==> config.mk <==
export PLATFORM = sky130hd
export DESIGN_NAME = student_iic_master
export DESIGN_NICKNAME = d
export VERILOG_FILES = /design/src/rtl/student_iic_master.sv
export SDC_FILE = /design/constraint.sdc
export NUM_CORES = 1
export LEC_CHECK = 0
export CORE_UTILIZATION = 30
export DETAILED_ROUTE_END_ITERATION = 10
export GPL_TIMING_DRIVEN = 0
export PLACE_DENSITY = 0.59
export SLEW_MARGIN = 20
export SYNTH_ARGS = -nofsm -noshare
export SYNTH_HDL_FRONTEND = slang
export SYNTH_SLANG_ARGS = --single-unit
==> constraint.sdc <==
create_clock -name clk_i -period 5.1 [get_ports clk_i]
set_clock_uncertainty 0.05 [all_clocks]
set_input_delay 1.02 -clock clk_i [delete_from_list [all_inputs] [get_ports clk_i]]
set_output_delay 1.02 -clock clk_i [all_outputs]
set_load 0.02 [all_outputs]
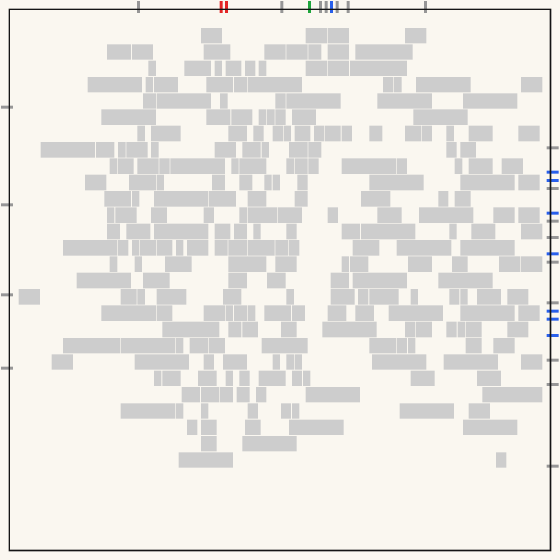
**Above:** run 1 (pin map).
(6 px per um) Pins as bars across the die edge, other pins in gray.
- green: `err_o` (pins 1; direction output; edge top)
- red: `cmd_i` (pins 2; direction input; edge top)
- blue: `wdata_i` (pins 8; direction input; edge 7 right, 1 top)
- all pins by edge: 16 right, 11 top, 4 left
Port Buffer Count: 30
Die Span Y: 90.0 um

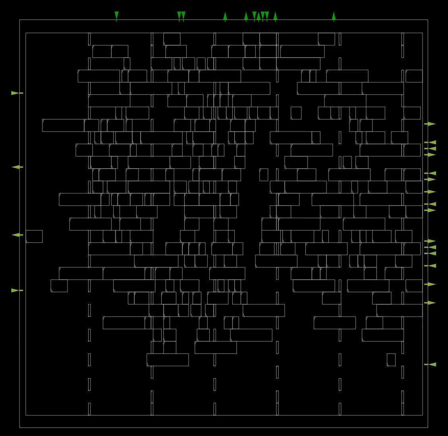
**Above:** run 1 (cell outlines without signal wires).
final std cells w/o fill: 358
flop share of the area: 37.8%
fillers: 748
tap cell instance count: 99
final cell utilization of the core: 38.8%

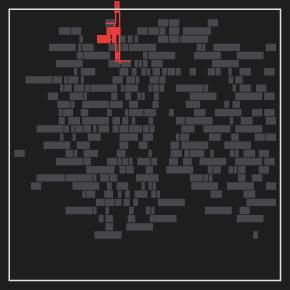
**Above:** run 1 (I/O nets highlighted).
(3 px per um)
- red: `cmd_i` (bits 2; direction input; end cells 4; buffers 2; wire 51.1 um)
top-level I/O count: 31

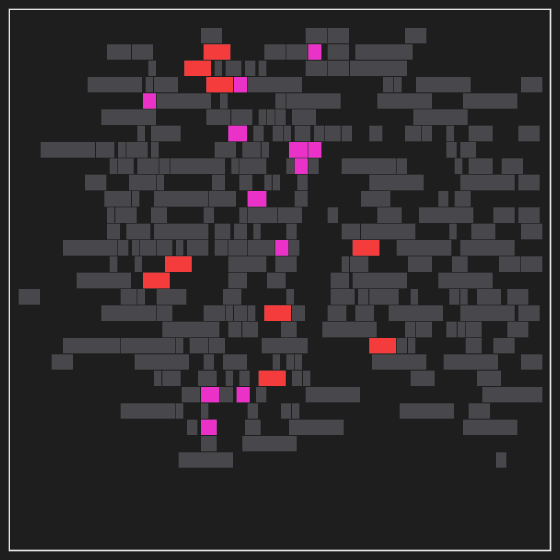
**Above:** run 1 (selected gate families).
(6 px per um)
- red: adder and majority cells (cells 9; most used ha_1)
- magenta: AND and OR gates (cells 12; most used and2_1)
combinational fraction of the cell area: 39.9%
most frequent standard cell in the layout excluding fill and tap cells: sky130_fd_sc_hd__dfrtp_1

==> run summary, run 1 <==
The run has ended; figures from its reports follow.

The share of async-settable or async-resettable flops after synthesis is 100%. For this run, the register share of the synthesized area comes to 46.6%. The fmax came out at 341 MHz. Headroom to the max-slew limit came out at 63.6%. In this run the power density over the cells is 207 nW/um^2.

The core region area came out at 7370 sq um. The count of maximum capacitance violations came out at 0. The post-layout worst setup margin is 2170 ps.

The number of stages on the worst hold path is 0. The synthesized net count is 245. The worst hold-check path type is register to register. By startpoint and endpoint, the worst setup path is classified as primary input to register. The synthesis-to-layout area growth is 23.1%. The stage-log warning count came out at 30.

The post-synth area from yosys stat is 2320 sq um. The TritonCTS clock tree is yes. The detailed placement HPWL came out at 3730 um. The cell count of the worst reg-to-reg path is 8.

Entering global routing, the biggest net connects 23 pins. The multiplexer share of the synthesized area is 6.68%. The remaining antenna violation count came out at 0. The registers of the reported paths see a clock transition of 90 ps. The flow ran to the end, and the final reports show no timing, DRC or antenna violations. The post-synthesis share of cell area spent on xor and xnor gates is 1.51%. After clock tree synthesis, the setup repair step added 0 buffers. The number of enable flip-flop cells came out at 0. The number of buffers added by the clock tree synthesis step came out at 5. The initial antenna violation count came to 0. The mean number of vias per cell came out at 4.97. The first-pass GRT wire length came out at 8570 um. The count of final max-slew check failures is 0. The flop-to-flop setup slack came out at 2880 ps.

The antenna diode count is 0. The cell area reported after detailed placement came out at 2770 sq um. The final layout contains routed wiring with a total length of 5070 um.

The worst path arrival time is 3060 ps. After layout the signal buffers, clock cells excluded, come to 13.4% of cell area. The design draws 590 uW.

The non-clock buffer count in the final layout is 38.
==> run 1: critical path, delay by kind of cell <==
kind	cells	cell delay [ps]
compound gates	3	610
simple gates	2	380
mux	1	220
fa+ha+maj	1	210
buf+inv	3	620
==> run 1: synthesized netlist by cell type (3+ instances only) <==
cell | count | area (sq um)
sky130_fd_sc_hd__nor2_2 | 3 | 18.8
sky130_fd_sc_hd__a21oi_1 | 5 | 25.0
sky130_fd_sc_hd__inv_1 | 8 | 30.0
sky130_fd_sc_hd__dfrtp_1 | 39 | 976
sky130_fd_sc_hd__nand2_1 | 23 | 86.3
sky130_fd_sc_hd__mux2_2 | 12 | 135
sky130_fd_sc_hd__ha_1 | 9 | 113
sky130_fd_sc_hd__dfstp_2 | 4 | 105
sky130_fd_sc_hd__o21ai_0 | 20 | 100
sky130_fd_sc_hd__a22oi_1 | 7 | 52.6
sky130_fd_sc_hd__xor2_1 | 4 | 35.0
sky130_fd_sc_hd__a22o_1 | 5 | 43.8
sky130_fd_sc_hd__buf_6 | 4 | 45.0
sky130_fd_sc_hd__nor2_1 | 15 | 56.3
sky130_fd_sc_hd__and2_1 | 3 | 18.8
sky130_fd_sc_hd__nand3_1 | 3 | 15.0
==> run 1: per-stage QoR <==
| stage | util (%) | hold slack [ps] |
|---|---|---|
| after floorplan | - | 295 |
| after global placement | 37.2 | 297 |
| after detailed placement | 37.6 | 297 |
| after CTS | 38.8 | 314 |
| after global routing | 38.8 | 317 |
| final | 38.8 | 311 |
==> run 1: routing by layer <==
layer	vias up	wire length, um	track usage (%)
li1	872	-	-
met5	-	0	0
met1	870	2490	17.8
met3	2	191	3.05
met4	0	19	3.23
met2	37	2370	21.2
==> run 1: report_power, final <==
group          switching (mW)  internal [mW]
combinational          0.0110         0.0131
clock                   0.127         0.0954
sequential           0.000866          0.344
==> inputs of run 2 (changes only) <==
- clock period: 5.1 -> 3.05 ns (I/O delays scaled with it)
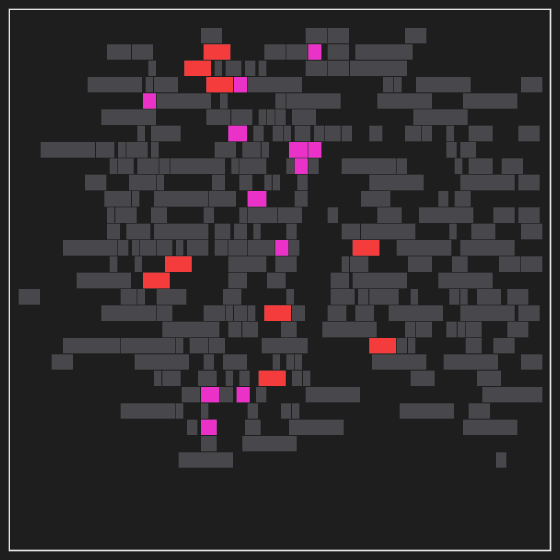
**Above:** run 2 (selected gate families).
(6 px per um)
- red: adder and majority cells (cells 9; most used ha_1)
- magenta: AND and OR gates (cells 12; most used and2_1)

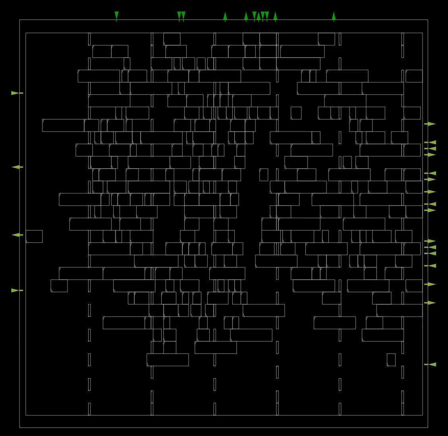
**Above:** run 2 (cell outlines without signal wires).
std cell rows: 31
core area: 7370 sq um
number of sequential cells: 43

==> run summary, run 2 <==
The run has ended; figures from its reports follow.

The number of buffers added by the clock tree synthesis step is 5 (unchanged). The synthesized design spends more area on one cell type than any other, namely sky130_fd_sc_hd__dfrtp_1. Among the non-sequential cells, AND-OR/OR-AND gates take the most area.

The fill cell total of the finished layout came to 748 (unchanged). The number of cells in the design after placement is 350. The count of H-tree levels built during CTS came out at 2. The first detailed-routing pass ran for 4 iterations. The share of final-layout standard cells stronger than drive strength 1 came out at 18.9%. Sorting the synthesis cell report by count puts at the top sky130_fd_sc_hd__dfrtp_1.

The mean number of vias per cell is 4.97 (unchanged). The post-synthesis share of cell area spent on xor and xnor gates is 1.51% (unchanged). The maximum ir drop on the vdd rail is 0.140 mV. The final non-filler cell total came out at 358 (unchanged). The mean post-synth cell area came out at 10.5 sq um.

The clock-net power came out at 371 uW (+67%). The setup path with the least slack is of type primary input to register. The switching share of total power came out at 23.4% (about the same). Setup repair after global routing left no endpoint under its margin.

The flop-to-flop setup slack is 830 ps (-2050 ps). The group that draws the most power in this run is sequential cells. The worst setup path is captured at a register. The most critical min-delay path falls under primary input to asynchronous set/reset pin. The flow ran to the end, and the final reports show no timing, DRC or antenna violations. The die outline width is 90.0 um. The first-pass GRT wire length was 8570 um (unchanged).

The combinational group power came out at 40.4 uW (+68%). The number of enable flip-flop cells is 0 (unchanged). The post-synth area from yosys stat is 2320 sq um (unchanged). The vertical die dimension is 90.0 um (unchanged).

The synthesized net count is 245 (unchanged). The global router reports that the layer with the highest usage is met2. Per the detail_route report, the via count comes to 1781.

The cell area reported after detailed placement came to 2770 sq um (unchanged). The logic gate share of total power is 4.1% (about the same). The detailed placement HPWL came out at 3730 um (unchanged). The power in sequential cells is 576 uW (+67%). The most common logic cell in the final layout is sky130_fd_sc_hd__dfrtp_1.

The pin count of the biggest net entering global routing is 23 (unchanged). The internal power of the cells came out at 756 uW (+67%). The transition time at the pin with the least slew margin is 546 ps. The cell count of the worst reg-to-reg path came out at 8 (unchanged). The clock latency at the later pin of the worst-skew pair came out at 300 ps.

OpenROAD reports that the post-layout worst path occupies 82.7% of the period. The antenna diode count was 0 (unchanged). The simple-gate share of the synthesized area came out at 16.3%. The remaining max-slew budget at the tightest pin is 63.6% (unchanged). The clock share of power is 37.6% (about the same). The residual overflow from global routing came out at 0. The number of port buffers was 30 (unchanged). The buffer levels on the longest clock path is 2. The initial antenna violation count is 0 (unchanged). The overall routed net length was 5070 um (unchanged). The share of async-settable or async-resettable flops after synthesis came out at 100% (unchanged). The portion of total power attributed to sequential cells came out at 58.3% (about the same).

The synthesis-to-layout area growth is 23.1% (unchanged). The stage-log warning count came out at 30 (unchanged). The routed wire length per instance came out at 14.2 um.

The part of the Yosys area used for sequential elements came to 46.6% (unchanged). The total of endpoints with negative setup slack in the final report is 0. The remaining antenna violation count is 0 (unchanged). The met2 track utilization from global routing came out at 21.2% (unchanged). In the layout the commonest cells are 39 x sky130_fd_sc_hd__dfrtp_1, 29 x sky130_fd_sc_hd__clkdlybuf4s50_1, 23 x sky130_fd_sc_hd__nand2_1. The leakage power came out at 1.24 nW.

The multiplexer share of the synthesized area came out at 6.68% (unchanged). The count of maximum capacitance violations came out at 0 (unchanged). In the final design database the tool counted 283 nets.

The number of sinks driven by the clock tree came out at 43. The clock-pin slew reported for the worst setup and hold paths after clock tree synthesis came to 80 ps (about the same). The clock period minus worst slack came out at 2520 ps.

TritonCTS built the clock tree. By count the netlist is led by 39 x sky130_fd_sc_hd__dfrtp_1, 23 x sky130_fd_sc_hd__nand2_1, 20 x sky130_fd_sc_hd__o21ai_0. The met1 capacity usage during global routing is 17.8% (unchanged). The met3 track demand over resource in global routing came out at 3.05% (unchanged).

For reference, the top cells by area after synthesis are sky130_fd_sc_hd__dfrtp_1 42%, sky130_fd_sc_hd__mux2_2 5.8%, sky130_fd_sc_hd__ha_1 4.9%. The count of buffers added by post-CTS timing repair for setup came to 0 (unchanged). Summing all flip-flop and latch instances after layout gives 1080 sq um. The area share of the largest cell type after synthesis is 42.0% (unchanged). The number of ports placed on the die boundary is 31 (unchanged). The number of cells reported by Yosys stat comes to 220. The reported net switching power is 231 uW (+67%).

The power per cell area came out at 346 nW/um^2 (+67%). The count of final max-slew check failures is 0 (unchanged). The worst path arrival time came to 2650 ps (-410 ps).

CTS placed an instance of sky130_fd_sc_hd__clkbuf_8 at the clock tree root. The fmax came out at 397 MHz. Of all nets on the critical path, the largest fanout is 5.
[run 2: cell counts in the layout (fill, tap and decap cells not counted)]
No cell type changed its count.
[run 2: layout make-up]
| cell class | instances | share of cell area, % |
|---|---|---|
| buffer | 7 | 2.15 |
| clock buffer | 5 | 2.41 |
| clock inverter | 3 | 0.701 |
| inverter | 10 | 1.31 |
| multi-input combinational | 160 | 39.9 |
| sequential | 43 | 37.8 |
| tap | 99 | 4.34 |
| timing repair buffer | 31 | 11.3 |
[run 2: critical path: stages]
cell	delay, ps
sky130_fd_sc_hd__clkdlybuf4s50_1	490
sky130_fd_sc_hd__inv_1	70
sky130_fd_sc_hd__ha_1	210
sky130_fd_sc_hd__or2_1	250
sky130_fd_sc_hd__a41o_1	260
sky130_fd_sc_hd__nand2_2	130
sky130_fd_sc_hd__inv_2	60
sky130_fd_sc_hd__a211oi_1	270
sky130_fd_sc_hd__mux2i_1	220
sky130_fd_sc_hd__a2bb2oi_1	80
[run 2: cell families (layout without fill, tap and decap cells)]
logic type / after synthesis / count (layout)
simple gates: 69 / 69
compound gates: 64 / 64
mux: 14 / 14
buf+inv: 17 / 56
fa+ha+maj: 9 / 9
xor+xnor: 4 / 4
flops: 43 / 43
[run 2: stage by stage]
stage	worst slack (ps)	power [mW]	utilization, %	hold WS [ps]
floorplan	891	0.591	-	264
global placement	77.2	0.625	37.2	297
detailed placement	207	0.629	37.6	297
CTS	526	1.00	38.8	243
global route	456	1.03	38.8	260
finish	529	0.987	38.8	235
[run 2: metal layers]
metal	part of all wire [%]	vias up
li1	-	872
met1	49	870
met2	47	37
met3	3.8	2
met4	0.37	0
met5	0	-
Power is estimated from default activity; no workload was simulated.
